<file path="src/rtl/fifo_mem.sv">
// fifo_mem -- DEPTH x DATA_BW register array used as FIFO storage.
//   clk   : clock, all updates on rising edge
//   rst   : synchronous active-low reset, clears every entry to 0
//   we    : write enable, writes wdata at waddr
//   waddr : write address
//   wdata : write data
//   raddr : read address
//   rdata : asynchronous read of entry raddr
module fifo_mem #(
  parameter int ADDR_BW = 1,
  parameter int DATA_BW = 4
) (
  input  logic               clk,
  input  logic               rst,
  input  logic               we,
  input  logic [ADDR_BW-1:0] waddr,
  input  logic [DATA_BW-1:0] wdata,
  input  logic [ADDR_BW-1:0] raddr,
  output logic [DATA_BW-1:0] rdata
);
  localparam int DEPTH = 2 ** ADDR_BW;

  logic [DATA_BW-1:0] mem_q [DEPTH];

  // Flop array rather than block RAM: every entry must clear on reset and the
  // read side is combinational so the head word falls through.
  always_ff @(posedge clk) begin
    if (!rst) begin
      for (int i = 0; i < DEPTH; i++) begin
        mem_q[i] <= '0;
      end
    end else if (we) begin
      mem_q[waddr] <= wdata;
    end
  end

  assign rdata = mem_q[raddr];
endmodule

</file>
<file path="src/rtl/fifo_thr.sv">
// fifo_thr -- first-word fall-through FIFO with programmable almost-full /
// almost-empty thresholds and sticky overflow / underflow flags.
//   clk          : clock, all state updates on rising edge
//   rst          : synchronous active-low reset (highest priority)
//   wr_din       : push request, data on din
//   rd_dout      : pop request
//   flush        : discard all contents (overrides push/pop)
//   err_clr      : clear sticky error flags (a same-cycle error wins)
//   afull_thr    : almost_full when num_item >= afull_thr
//   aempty_thr   : almost_empty when num_item <= aempty_thr
//   dout         : head-of-queue data
//   full, empty  : occupancy flags
//   num_item     : occupancy 0..DEPTH
//   overflow     : sticky, set by a rejected push
//   underflow    : sticky, set by a rejected pop
module fifo_thr #(
  parameter int ADDR_BW = 1,
  parameter int DATA_BW = 4
) (
  input  logic               clk,
  input  logic               rst,
  input  logic               wr_din,
  input  logic               rd_dout,
  input  logic               flush,
  input  logic               err_clr,
  input  logic [DATA_BW-1:0] din,
  input  logic [ADDR_BW:0]   afull_thr,
  input  logic [ADDR_BW:0]   aempty_thr,
  output logic [DATA_BW-1:0] dout,
  output logic               full,
  output logic               empty,
  output logic               almost_full,
  output logic               almost_empty,
  output logic [ADDR_BW:0]   num_item,
  output logic               overflow,
  output logic               underflow
);
  localparam int               DEPTH     = 2 ** ADDR_BW;
  localparam logic [ADDR_BW:0] DEPTH_CNT = (ADDR_BW + 1)'(DEPTH);

  logic [ADDR_BW-1:0] wr_ptr_q, wr_ptr_d;
  logic [ADDR_BW-1:0] rd_ptr_q, rd_ptr_d;
  logic [ADDR_BW:0]   num_item_q, num_item_d;
  logic               overflow_q, overflow_d;
  logic               underflow_q, underflow_d;
  logic               push_ok, pop_ok;

  fifo_mem #(
    .ADDR_BW(ADDR_BW),
    .DATA_BW(DATA_BW)
  ) u_mem (
    .clk  (clk),
    .rst  (rst),
    .we   (push_ok),
    .waddr(wr_ptr_q),
    .wdata(din),
    .raddr(rd_ptr_q),
    .rdata(dout)
  );

  assign full         = (num_item_q == DEPTH_CNT);
  assign empty        = (num_item_q == '0);
  assign almost_full  = (num_item_q >= afull_thr);
  assign almost_empty = (num_item_q <= aempty_thr);
  assign num_item     = num_item_q;
  assign overflow     = overflow_q;
  assign underflow    = underflow_q;

  always_comb begin
    // A push into a full FIFO is fine when a pop frees the head slot the
    // same cycle; a pop from an empty FIFO is never accepted, even with a push.
    push_ok = !flush && wr_din && (!full || rd_dout);
    pop_ok  = !flush && rd_dout && !empty;

    wr_ptr_d   = wr_ptr_q;
    rd_ptr_d   = rd_ptr_q;
    num_item_d = num_item_q;

    if (flush) begin
      wr_ptr_d   = '0;
      rd_ptr_d   = '0;
      num_item_d = '0;
    end else begin
      // DEPTH is a power of two, so natural pointer overflow is the wrap.
      if (push_ok) wr_ptr_d = wr_ptr_q + ADDR_BW'(1);
      if (pop_ok)  rd_ptr_d = rd_ptr_q + ADDR_BW'(1);
      if (push_ok && !pop_ok) num_item_d = num_item_q + (ADDR_BW + 1)'(1);
      if (pop_ok && !push_ok) num_item_d = num_item_q - (ADDR_BW + 1)'(1);
    end

    // Set term is ORed after the clear so a same-cycle error keeps the flag.
    overflow_d  = (overflow_q && !err_clr) ||
                  (!flush && wr_din && full && !rd_dout);
    underflow_d = (underflow_q && !err_clr) ||
                  (!flush && rd_dout && empty);
  end

  always_ff @(posedge clk) begin
    if (!rst) begin
      wr_ptr_q    <= '0;
      rd_ptr_q    <= '0;
      num_item_q  <= '0;
      overflow_q  <= 1'b0;
      underflow_q <= 1'b0;
    end else begin
      wr_ptr_q    <= wr_ptr_d;
      rd_ptr_q    <= rd_ptr_d;
      num_item_q  <= num_item_d;
      overflow_q  <= overflow_d;
      underflow_q <= underflow_d;
    end
  end
endmodule
</file>
<file path="config.mk">
export PLATFORM = sky130hd
export DESIGN_NAME = fifo_thr
export DESIGN_NICKNAME = d
export VERILOG_FILES = /design/src/rtl/fifo_mem.sv /design/src/rtl/fifo_thr.sv
export SDC_FILE = /design/constraint.sdc
export NUM_CORES = 1
export LEC_CHECK = 0
export ABC_AREA = 1
export CORE_MARGIN = 3
export CORE_UTILIZATION = 30
export DETAILED_ROUTE_END_ITERATION = 8
export PLACE_DENSITY = 0.56
export SLEW_MARGIN = 20
export SYNTH_ARGS = -nofsm -noshare
export SYNTH_HDL_FRONTEND = slang
export SYNTH_SLANG_ARGS = --single-unit
</file>
<file path="constraint.sdc">
create_clock -name clk -period 2.5 [get_ports clk]
set_input_delay 0.25 -clock clk [delete_from_list [all_inputs] [get_ports clk]]
set_output_delay 0.25 -clock clk [all_outputs]
set_load 0.02 [all_outputs]
</file>
**Run 1: zoomed window**

Window x 17 to 42, y 17 to 42 microns. Cells in gray, sequential cells in the stronger gray; small squares are vias.
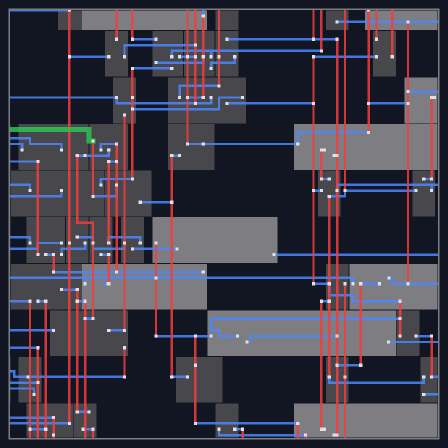
| layer | color |
|---|---|
| M2 | red |
| M1 | blue |
| M3 | green |
netlist names of flops here include: `u_mem.mem_q` (3), `rd_ptr_q` (1)
cells with their middle in the window: 34
sequential cells in the window: 5
most frequent: nor2_1 (9), nand2_1 (5)

**Run 1: sequential cells colored by netlist name**

Scale: 6 px per micron.
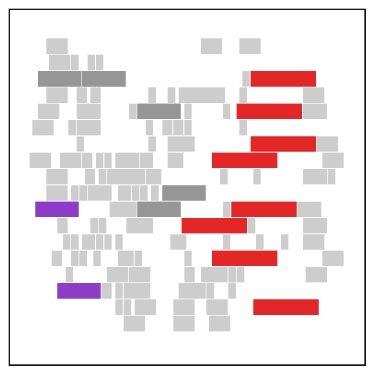
| signal | color | sequential cells |
|---|---|---|
| `num_item` | purple | 2 |
| `u_mem.mem_q` | red | 8 |
P_seq: 0.000271 W
Finished Core Util: 0.454

**Run 1: routing congestion map**

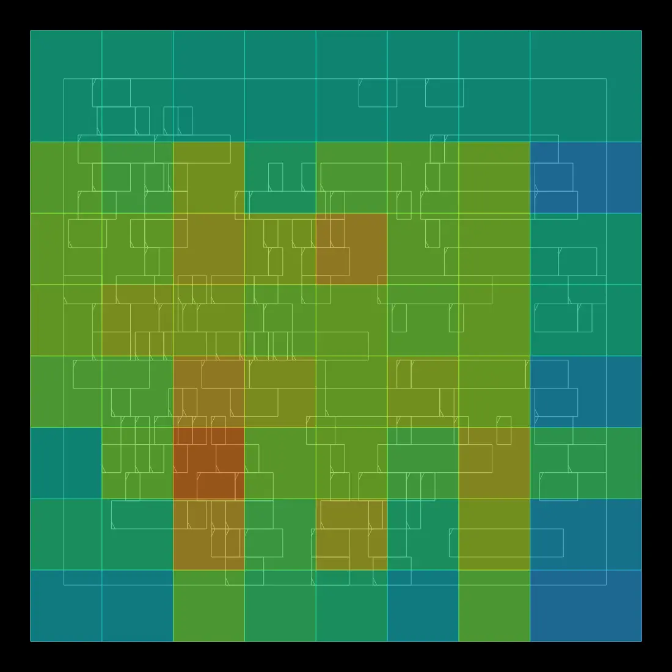
mean routed wirelength per cell: 10.7 microns
global route hottest layer: met2

==> deck_impl_summary.md, run 1 <==
Implementation Results

Clock tree
  • CTS H-tree depth: 1
  • Clock transition at path regs: 80 ps
  • Worst-Skew Late Latency: 270 ps
  • CTS root buf: clkbuf_4
  • TritonCTS clock tree: done

Worst setup path
  • Reg2reg setup slack: 1000 ps
  • Slowest-stage cell, CP: clkdlybuf4s50_1
  • Critical Path Start: aempty_thr[1]
  • Startpoint types: input pin
  • CP arrival: 1880 ps
  • Critical Path Fanout Max: 2
  • Slowest cell delay on critical path: 620 ps
  • CP required: 2250 ps
  • Reg2reg start: num_item[0]$_SDFFE_PP0P_
  • Largest delay contributor family on the critical path: buffers and inverters
  • Reg2Reg Depth: 9
  • Buffers plus inverters on the worst setup path: 4

Cells and area
  • Post-Layout Inst Area: 0.00117 sq mm
  • Finished Layout Cells: 155
  • Clk_buf instances: 4
  • Multi-input logic area: 389 sq um
  • Largest reg by FF count: u_mem.mem_q
  • Top cells excl fill/tap: 25 x clkdlybuf4s50_1, 17 x nor2_1, 16 x inv_1
  • Max reg flops: 8
  • Clk tree area frac: 0.0225
  • Non-CTS buffers: 26
  • Leading cell kind: multi-input combinational cells
  • Biggest regs: u_mem.mem_q x8, num_item x2
  • #MultiIn Comb: 60
  • Layout cells sized above 1: 0.128
  • Logic share of the area: 0.334
  • Layout fillers: 277
  • Antenna Cells: 0

Placement
  • Total placed cells including tap cells: 151
  • Placed cell areas: 0.00114 sq mm
  • Setup WS pre-CTS: 359 ps
  • GPL Wtd Cong: 0.751

Logic synthesis
  • Commonest cells in the netlist: 17 x nor2_1, 16 x inv_1, 14 x nand2_1
  • XOR/XNOR Area Share: 0
  • Mapped Nets: 114
  • Yosys synthesis chip area: 845 sq um
  • Post-synth EDFFs: 8
  • Synth Warn #: 0
  • Syn Inst Count: 95
  • Synthesized area: 845 sq um
  • Yosys stat cell total: 95
  • Synth Seq Share: 0.450
  • Synth top area share: 0.284
  • Main logic family after synthesis: simple AND/OR/NAND/NOR gates

Hold path
  • Hold Crit Depth: 2
  • Hold Path End: underflow$_SDFF_PN0_

GRT
  • Vias in the first global route: 679
  • Tot GR Track Use: 0.106
  • Largest net degree at the start of global routing: 9
  • GRT met3 Usage: 0.0240
  • Gr ovfl total: 0
  • First-pass GRT wire length: 2.82 mm
  • Initial antenna violation count: 0
  • Met1 Track Usage GR: 0.123

Timing
  • Fmax achieved: 0.471 GHz
  • Max Clock Skew: 3.33 ps
  • Unrepaired setup endpoints after global routing: no
  • Min Hold Slack: 476 ps
  • Least-Margin Pin Slew: 285 ps
  • # setup viols final: 0
  • Relative slew slack: 0.810
  • Fin worst setup slack: 375 ps

Detailed routing
  • Aggregate routed wire length: 1.66 mm
  • DR top layer: met3
  • DR vias/cell: 4.34
  • Antenna violation net count after detailed routing: 0
  • Detailed-route via count: 673

Die
  • Die X: 59.1 microns
  • FP Core Util: 0.329
  • FP Rows: 18
  • IO Count: 26

Pwr
  • Pwr Density: 430 mW/mm^2
  • Sw Ratio: 0.250

Run
  • Tool Warnings: 26
  • Max_cap viols: 0

Run status
  • Status: complete, no violations
**Run 1: drive-strength map**

Scale: 8 px per micron.
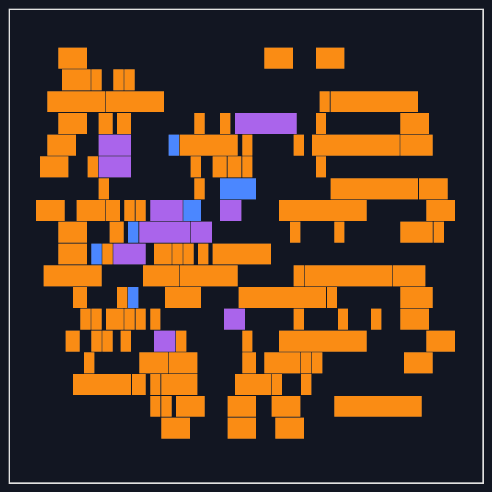

==> run 1 -> run 2 <==
--- a/config.mk
+++ b/config.mk
@@ -6,6 +6,7 @@
 export NUM_CORES = 1
 export LEC_CHECK = 0
 export ABC_AREA = 1
+export CAP_MARGIN = 20
 export CORE_MARGIN = 3
 export CORE_UTILIZATION = 30
 export DETAILED_ROUTE_END_ITERATION = 8
==> constraint.sdc (replaced) <==
create_clock -name clk -period 2.5 [get_ports clk]
set_input_delay 0.5 -clock clk [delete_from_list [all_inputs] [get_ports clk]]
set_output_delay 0.5 -clock clk [all_outputs]
set_load 0.05 [all_outputs]
**Run 2: drive-strength map**

Scale: 8 px per micron.
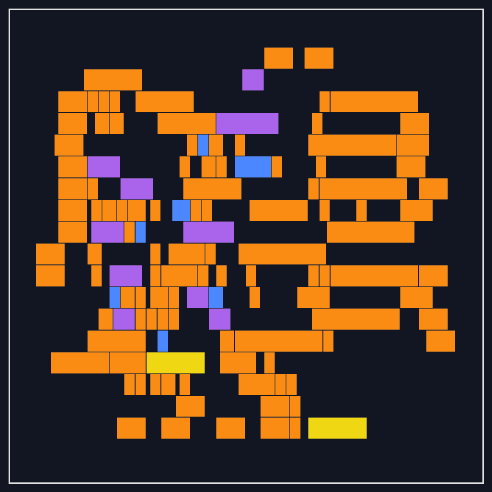
| size | color | cells |
|---|---|---|
| x1 and smaller | orange | 106 |
| x2 | blue | 7 |
| x3 and x4 | purple | 10 |
| x6 and larger | yellow | 2 |
Post-Layout Inst Area: 0.00119 sq mm
fin worst setup slack: 218 ps
Non-CTS buffers: 26

**Run 2: zoomed window**

Window x 17 to 42, y 17 to 42 microns. Cells in gray, sequential cells in the stronger gray; small squares are vias.
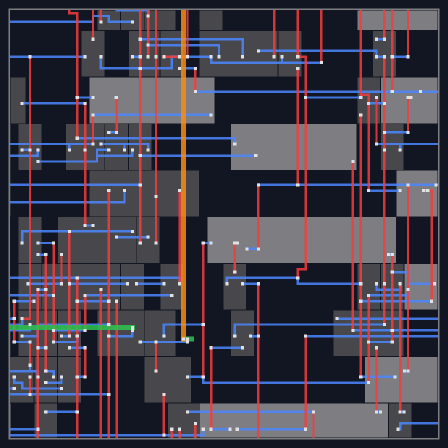

==> deck_impl_summary.md, run 2 <==
Implementation Results

Run status
  • Status: complete, no violations

Clock tree
  • TritonCTS clock tree: done
  • Clock transition at path regs: 90 ps (about the same)
  • CTS root buf: clkbuf_4
  • CTS H-tree depth: 1 (unchanged)

GRT
  • Vias in the first global route: 731 (+7.7%)
  • Initial antenna violation count: 0 (unchanged)
  • Global route hottest layer: met2
  • Tot GR Track Use: 0.118 (+0.0122)
  • GRT met3 Usage: 0.0261 (+0.00218)

Timing
  • Least-Margin Pin Slew: 500 ps (+215 ps)
  • # setup viols final: 0 (unchanged)
  • Fmax achieved: 0.438 GHz (-6.9%)
  • Min Hold Slack: 482 ps (+5.21 ps)

Cells and area
  • Top cells excl fill/tap: 23 x clkdlybuf4s50_1, 17 x nor2_1, 16 x inv_1
  • Antenna Cells: 0 (unchanged)
  • Logic share of the area: 0.328 (-0.00598)
  • Max reg flops: 8 (unchanged)
  • Clk_buf instances: 3 (-1)
  • Layout fillers: 260 (-6.1%)
  • Leading cell kind: multi-input combinational cells
  • Biggest regs: u_mem.mem_q x8, num_item x2
  • Largest reg by FF count: u_mem.mem_q
  • #MultiIn Comb: 60 (unchanged)

Worst setup path
  • Reg2Reg Depth: 9 (unchanged)
  • Buffers plus inverters on the worst setup path: 1 (-3)
  • CP arrival: 1780 ps (-100 ps)
  • Slowest-stage cell, CP: clkdlybuf4s50_1

Pwr
  • Pwr Density: 449 mW/mm^2 (+4.4%)
  • Sw Ratio: 0.288 (+0.0381)
  • P_seq: 0.000271 W (about the same)

Logic synthesis
  • Synth Seq Share: 0.450 (unchanged)
  • Yosys synthesis chip area: 845 sq um (unchanged)
  • Synth top area share: 0.284 (unchanged)
  • Mapped Nets: 114 (unchanged)
  • Commonest cells in the netlist: 17 x nor2_1, 16 x inv_1, 14 x nand2_1
  • Main logic family after synthesis: simple AND/OR/NAND/NOR gates
  • Synthesized area: 845 sq um (unchanged)

Detailed routing
  • Antenna violation net count after detailed routing: 0 (unchanged)
  • Mean routed wirelength per cell: 10.9 microns (+2.1%)

Run
  • Max_cap viols: 0 (unchanged)

Die
  • FP Rows: 18 (unchanged)
  • Die X: 59.1 microns (unchanged)

Placement
  • Total placed cells including tap cells: 151 (unchanged)
Power figures rest on the tool's default switching activity, not on a simulated workload.
